==> images/floorplan.png <==
Pins as bars on the die edge. Tap cells in gray.
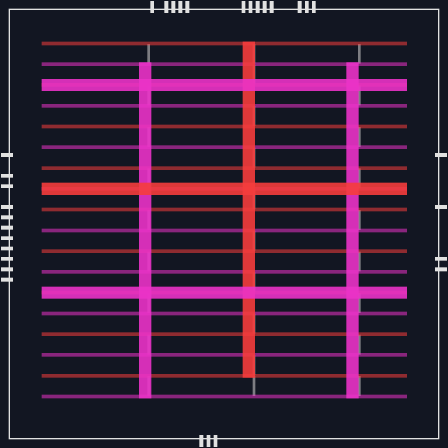
==> images/m2.png <==
Bar = 20 um. Cells faint in the background.
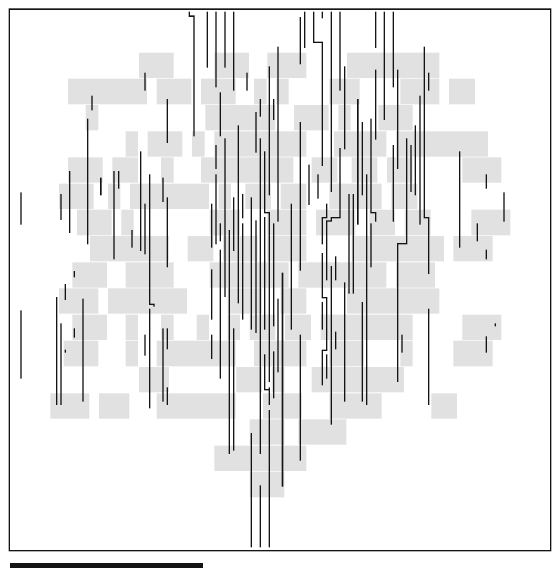
==> images/congestion_map.png <==
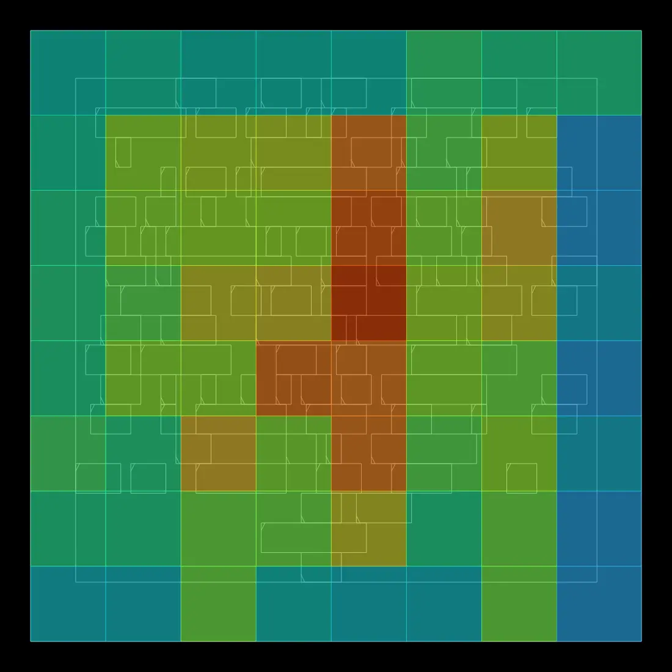
`config.mk`:
```
export PLATFORM = sky130hd
export DESIGN_NAME = carry_select_adder
export DESIGN_NICKNAME = d
export VERILOG_FILES = /design/src/rtl/csa_pkg.sv /design/src/rtl/csa_rca_block.sv /design/src/rtl/carry_select_adder.sv
export SDC_FILE = /design/constraint.sdc
export NUM_CORES = 1
export LEC_CHECK = 0
export CAP_MARGIN = 20
export CELL_PAD_IN_SITES_DETAIL_PLACEMENT = 1
export CELL_PAD_IN_SITES_GLOBAL_PLACEMENT = 1
export CORE_MARGIN = 4
export CORE_UTILIZATION = 26
export DETAILED_ROUTE_END_ITERATION = 10
export PLACE_DENSITY = 0.86
export SLEW_MARGIN = 40
export SYNTH_ARGS = -nofsm -noshare
export SYNTH_HDL_FRONTEND = slang
export SYNTH_SLANG_ARGS = --single-unit
```
`constraint.sdc`:
```
create_clock -name clk -period 0.85 [get_ports clk]
set_clock_uncertainty 0.2 [all_clocks]
set_input_delay 0.255 -clock clk [delete_from_list [all_inputs] [get_ports clk]]
set_output_delay 0.255 -clock clk [all_outputs]
set_load 0.03 [all_outputs]
```
`src/rtl/csa_pkg.sv`:
```
// Shared definitions for the carry-select adder: default geometry,
// block-count helper and single-bit full-adder helpers used by the
// ripple blocks.
package csa_pkg;

    localparam int CSA_WIDTH_DEF = 8;
    localparam int CSA_BLOCK_DEF = 4;

    // Number of carry-select blocks for a given operand width and block width.
    function automatic int csa_num_blocks(input int width, input int block);
        return width / block;
    endfunction

    // Sum output of a single full adder.
    function automatic logic fa_sum(input logic a, input logic b, input logic c);
        return a ^ b ^ c;
    endfunction

    // Carry output of a single full adder (generate OR propagate-and-carry).
    function automatic logic fa_carry(input logic a, input logic b, input logic c);
        return (a & b) | (c & (a ^ b));
    endfunction

endpackage

```
`src/rtl/csa_rca_block.sv`:
```
// Combinational BLOCK-bit ripple-carry adder built from a chain of full
// adders. Used as block 0 of the carry-select adder and as each of the
// two candidate adders of every upper block.
module csa_rca_block
    import csa_pkg::*;
#(
    parameter int BLOCK = CSA_BLOCK_DEF
) (
    input  logic [BLOCK-1:0] a,
    input  logic [BLOCK-1:0] b,
    input  logic             cin,
    output logic [BLOCK-1:0] s,
    output logic             cout
);

    // carry_s[i] is the carry into bit i; carry_s[BLOCK] leaves the block
    logic [BLOCK:0] carry_s;

    assign carry_s[0] = cin;

    for (genvar i = 0; i < BLOCK; i++) begin : g_fa
        assign s[i]         = fa_sum(a[i], b[i], carry_s[i]);
        assign carry_s[i+1] = fa_carry(a[i], b[i], carry_s[i]);
    end

    assign cout = carry_s[BLOCK];

endmodule

```
`src/rtl/carry_select_adder.sv`:
```
// Registered WIDTH-bit carry-select adder.
//   Block 0 ripples from cin0. Every upper block precomputes a sum under
//   carry hypothesis cin0 and under cin1; the carry-out of the block below
//   picks one. Sum, carry-out and a valid flag are registered, giving a
//   one-cycle latency from an in_valid edge.
// Optional build macro: CSA_OVF_EN adds a registered two's-complement
// overflow output (ovf). Without it the port and its logic are absent.
module carry_select_adder
    import csa_pkg::*;
#(
    parameter int WIDTH = CSA_WIDTH_DEF,
    parameter int BLOCK = CSA_BLOCK_DEF
) (
    input  logic             clk,
    input  logic             rst_n,
    input  logic             in_valid,
    input  logic [WIDTH-1:0] a,
    input  logic [WIDTH-1:0] b,
    input  logic             cin0,
    input  logic             cin1,
    output logic [WIDTH-1:0] s,
    output logic             cout,
    output logic             out_valid
`ifdef CSA_OVF_EN
    ,
    output logic             ovf
`endif
);

    localparam int NBLK = csa_num_blocks(WIDTH, BLOCK);

    // Geometry must tile the operand exactly with at least one block
    if (BLOCK < 1 || BLOCK > WIDTH) begin : g_bad_block
        $error("carry_select_adder: BLOCK (%0d) must be in 1..WIDTH (%0d)", BLOCK, WIDTH);
    end else if ((WIDTH % BLOCK) != 0) begin : g_bad_tiling
        $error("carry_select_adder: WIDTH (%0d) is not a multiple of BLOCK (%0d)", WIDTH, BLOCK);
    end

    // Combinational sum and per-block carry-outs
    logic [WIDTH-1:0] sum_s;
    logic [NBLK-1:0]  blk_carry_s;

    for (genvar k = 0; k < NBLK; k++) begin : g_blk
        if (k == 0) begin : g_first
            // Lowest block has a real carry-in, so a single ripple adder suffices
            csa_rca_block #(.BLOCK(BLOCK)) u_rca (
                .a    (a[BLOCK-1:0]),
                .b    (b[BLOCK-1:0]),
                .cin  (cin0),
                .s    (sum_s[BLOCK-1:0]),
                .cout (blk_carry_s[0])
            );
        end else begin : g_sel
            logic [BLOCK-1:0] sx0_s;
            logic [BLOCK-1:0] sx1_s;
            logic             cx0_s;
            logic             cx1_s;

            // Candidate assuming the carry hypothesis cin0
            csa_rca_block #(.BLOCK(BLOCK)) u_rca_h0 (
                .a    (a[k*BLOCK +: BLOCK]),
                .b    (b[k*BLOCK +: BLOCK]),
                .cin  (cin0),
                .s    (sx0_s),
                .cout (cx0_s)
            );

            // Candidate assuming the carry hypothesis cin1
            csa_rca_block #(.BLOCK(BLOCK)) u_rca_h1 (
                .a    (a[k*BLOCK +: BLOCK]),
                .b    (b[k*BLOCK +: BLOCK]),
                .cin  (cin1),
                .s    (sx1_s),
                .cout (cx1_s)
            );

            // Carry out of the block below chooses which precomputed result is real
            assign sum_s[k*BLOCK +: BLOCK] = blk_carry_s[k-1] ? sx1_s : sx0_s;
            assign blk_carry_s[k]          = blk_carry_s[k-1] ? cx1_s : cx0_s;
        end
    end

    // Output registers and their next-state values
    logic [WIDTH-1:0] s_q;
    logic [WIDTH-1:0] s_d;
    logic             cout_q;
    logic             cout_d;
    logic             valid_q;
    logic             valid_d;

    // Capture a new result on valid input, otherwise hold; valid simply follows in_valid
    always_comb begin
        s_d     = s_q;
        cout_d  = cout_q;
        valid_d = in_valid;
        if (in_valid) begin
            s_d    = sum_s;
            cout_d = blk_carry_s[NBLK-1];
        end else begin
            s_d    = s_q;
            cout_d = cout_q;
        end
    end

    // Result and valid state; reset discards any pending result
    always_ff @(posedge clk or negedge rst_n) begin
        if (!rst_n) begin
            s_q     <= '0;
            cout_q  <= 1'b0;
            valid_q <= 1'b0;
        end else begin
            s_q     <= s_d;
            cout_q  <= cout_d;
            valid_q <= valid_d;
        end
    end

    assign s         = s_q;
    assign cout      = cout_q;
    assign out_valid = valid_q;

`ifdef CSA_OVF_EN
    logic ovf_q;
    logic ovf_d;
    logic ovf_s;

    // Like-signed operands producing a sum of the opposite sign overflowed
    assign ovf_s = (a[WIDTH-1] == b[WIDTH-1]) && (sum_s[WIDTH-1] != a[WIDTH-1]);

    // Overflow flag is captured and held exactly like the sum it describes
    always_comb begin
        ovf_d = ovf_q;
        if (in_valid) begin
            ovf_d = ovf_s;
        end else begin
            ovf_d = ovf_q;
        end
    end

    // Overflow register
    always_ff @(posedge clk or negedge rst_n) begin
        if (!rst_n) begin
            ovf_q <= 1'b0;
        end else begin
            ovf_q <= ovf_d;
        end
    end

    assign ovf = ovf_q;
`endif

endmodule

```
==> flow_summary.toml <==
# flow metrics
[critical_path]
worst_r2r_path_depth = 3
worstReg2RegStart = "s[6]"
worstPathArrival_ns = 3.46
worst_reg2reg_setup_slack_ns = -0.38
setup_crit_end_kind = "flop"
reg2reg_to = "s[6]"

[grt]
maximum_number_of_pins_on_one_net_before_global_route_repair = 7
met3_track_demand_over_resource_in_global_routing_pct = 0.232
antenna_violations_before_repair = 0
vias_in_the_first_global_route = 568
grt.total_usage_pct = 10.9
wire_length_of_the_first_global_routing_pass_mm = 2.65

[power_and_ir_drop]
switching_power_as_a_share_of_total_power_pct = 32.5
pwr-share-seq_pct = 32.1
comb-power_mw = 0.994
p_total_mw = 2.07
power_density_mw_per_mm2 = 1850
clock_net_power_mw = 0.415
power_top_consumer = "combinational cells"
leakagePower_nw = 0.544
p_int_mw = 1.40
p_comb_share_pct = 47.9

[final_timing]
timing.final.max_slew_violations = 0
setup_repair_after_global_routing_missed_its_margin = "true"
timing.max_slew.rel_slack_pct = 87.3
max_freq_mhz = 287
finalCritPeriodShare_pct = 409
finalHoldViolations = 0
fin_worst_hold_slack_ns = 0.0947
post-route-worst-setup-slack_ns = -2.63
setup_viol_count_final = 19

[routing]
detail_route.wirelength.met1_um = 598
detail_route.iter0.violations = 3
dr_wl_met3_um = 76
ant_nets = 0
wl_per_cell_um = 13.5
highest_metal_used = "met3"
met2_length_um = 960

[placement]
place.detailed.instances = 108
detailed_place_hpwl_mm = 1.32
dp_slack_ns = -3.27
detailed_place.area_um2 = 961
port_buffers = 30

[min_path]
hold_removal_path_class = "input pin to asynchronous set/reset pin"

[clock_tree]
cts_sinks = 10
hold_buf_count_cts = 0
cts_root_buf = "sky130_fd_sc_hd__clkbuf_4"
cts.repair_timing.setup_buffer_count = 6
cts_repair_resize_count = 33
h_tree_depth = 1
cts_buffer_depth = 2
cts_tree = "done"
cts-buffers-inserted = 3

[outcome]
violations = "setup timing"
status = "complete, but fails checks"

[layout]
number_of_antenna_repair_diodes = 0
layout_top_cells_excl_fill_tap = "sky130_fd_sc_hd__buf_6, sky130_fd_sc_hd__clkdlybuf4s50_1, sky130_fd_sc_hd__buf_4"
final_cell_count_no_fill = 121
layout-drive-gt1-share_pct = 61.3
synthToLayoutAreaGrowth_pct = 86.2

[synthesis]
synthDistinctLibCells = 8
cell_area_after_technology_mapping_um2 = 601
synth-warning-count = 0

[run]
maxCapViolations = 0
tool_warnings = 29

[die]
fp.dieArea_mm2 = 0.00314
floorplan_stage_core_utilization_pct = 27.1
core.rowCount = 17
num_io_pins = 31
-- floorplan.png (at the start) --
Magenta marks VSS. Red marks VDD.
18 met1 rails follow the rows. 28 tap cells. 3 straps on met4. The core has 17 rows.
width of the die: 56.1 um
maximum ir drop on the vdd rail: 0.826 mV
die boundary height: 56.1 um
Core Area: 0.00221 mm2

-- m2.png (at the start) --
The layer carries 960 um of wire. The layer holds 59% of the routed length. The longest straight run is 32.6 um. 104 nets have wire on it.
sum of routed wire length over all layers: 1.63 mm
total vias in the final route: 472
global-route track usage on met2: 21.4%

-- congestion_map.png (at the start) --
Core Util, Final: 50.6%
layer carrying the most global-route usage: met2
fraction of met1 tracks used by global routing: 12.2%

[final cells by class]
type                            count  area [um2]
Inverter                           16        60.1
Timing Repair Buffer               44         422
Tap cell                           28        35.0
Fill cell                         237        1090
Clock buffer                        4        36.3
Multi-Input combinational cell     19         304
Sequential cell                    10         262
[cell usage after synthesis, drive strengths merged]
cell type	n	area share [%]
mux2	4	10
a21oi	1	0.83
fa	8	27
mux2i	5	8.3
inv	16	10
nor2	1	0.62
buf	1	1.9
dfrtp	10	42
[worst max-delay path: stages]
cell and delay, ns:
sky130_fd_sc_hd__buf_6 0.10, sky130_fd_sc_hd__fa_2 0.39, sky130_fd_sc_hd__fa_2 0.36, sky130_fd_sc_hd__inv_2 0.06
sky130_fd_sc_hd__fa_2 0.18, sky130_fd_sc_hd__inv_2 0.04, sky130_fd_sc_hd__fa_2 0.33, sky130_fd_sc_hd__mux2i_2 0.17
sky130_fd_sc_hd__fa_2 0.36, sky130_fd_sc_hd__fa_2 0.34, sky130_fd_sc_hd__inv_2 0.06, sky130_fd_sc_hd__fa_2 0.19
sky130_fd_sc_hd__inv_2 0.04, sky130_fd_sc_hd__fa_1 0.42, sky130_fd_sc_hd__mux2i_1 0.15
[cells by family (layout without fill, tap and decap cells)]
group           after synthesis  after routing  share of synthesized area, %
fa+ha+maj                     8              8                          26.7
mux                           9              9                          18.3
simple gates                  1              1                         0.624
buf+inv                      17             64                          11.9
compound gates                1              1                         0.833
flops                        10             10                          41.7
[worst max-delay path by stage]
stage	from	to	slack (ns)
floorplan	a[0]	s[7]	-2.63
global placement	a[0]	s[7]	-3.17
detailed placement	a[0]	s[7]	-3.27
CTS	b[0]	s[7]	-2.70
global route	a[0]	s[7]	-2.74
finish	a[0]	s[7]	-2.63
[registers in the layout, summed over array words and instances (netlist names)]
register   flops
s              8
cout           1
out_valid      1
Power is estimated from default activity; no workload was simulated.
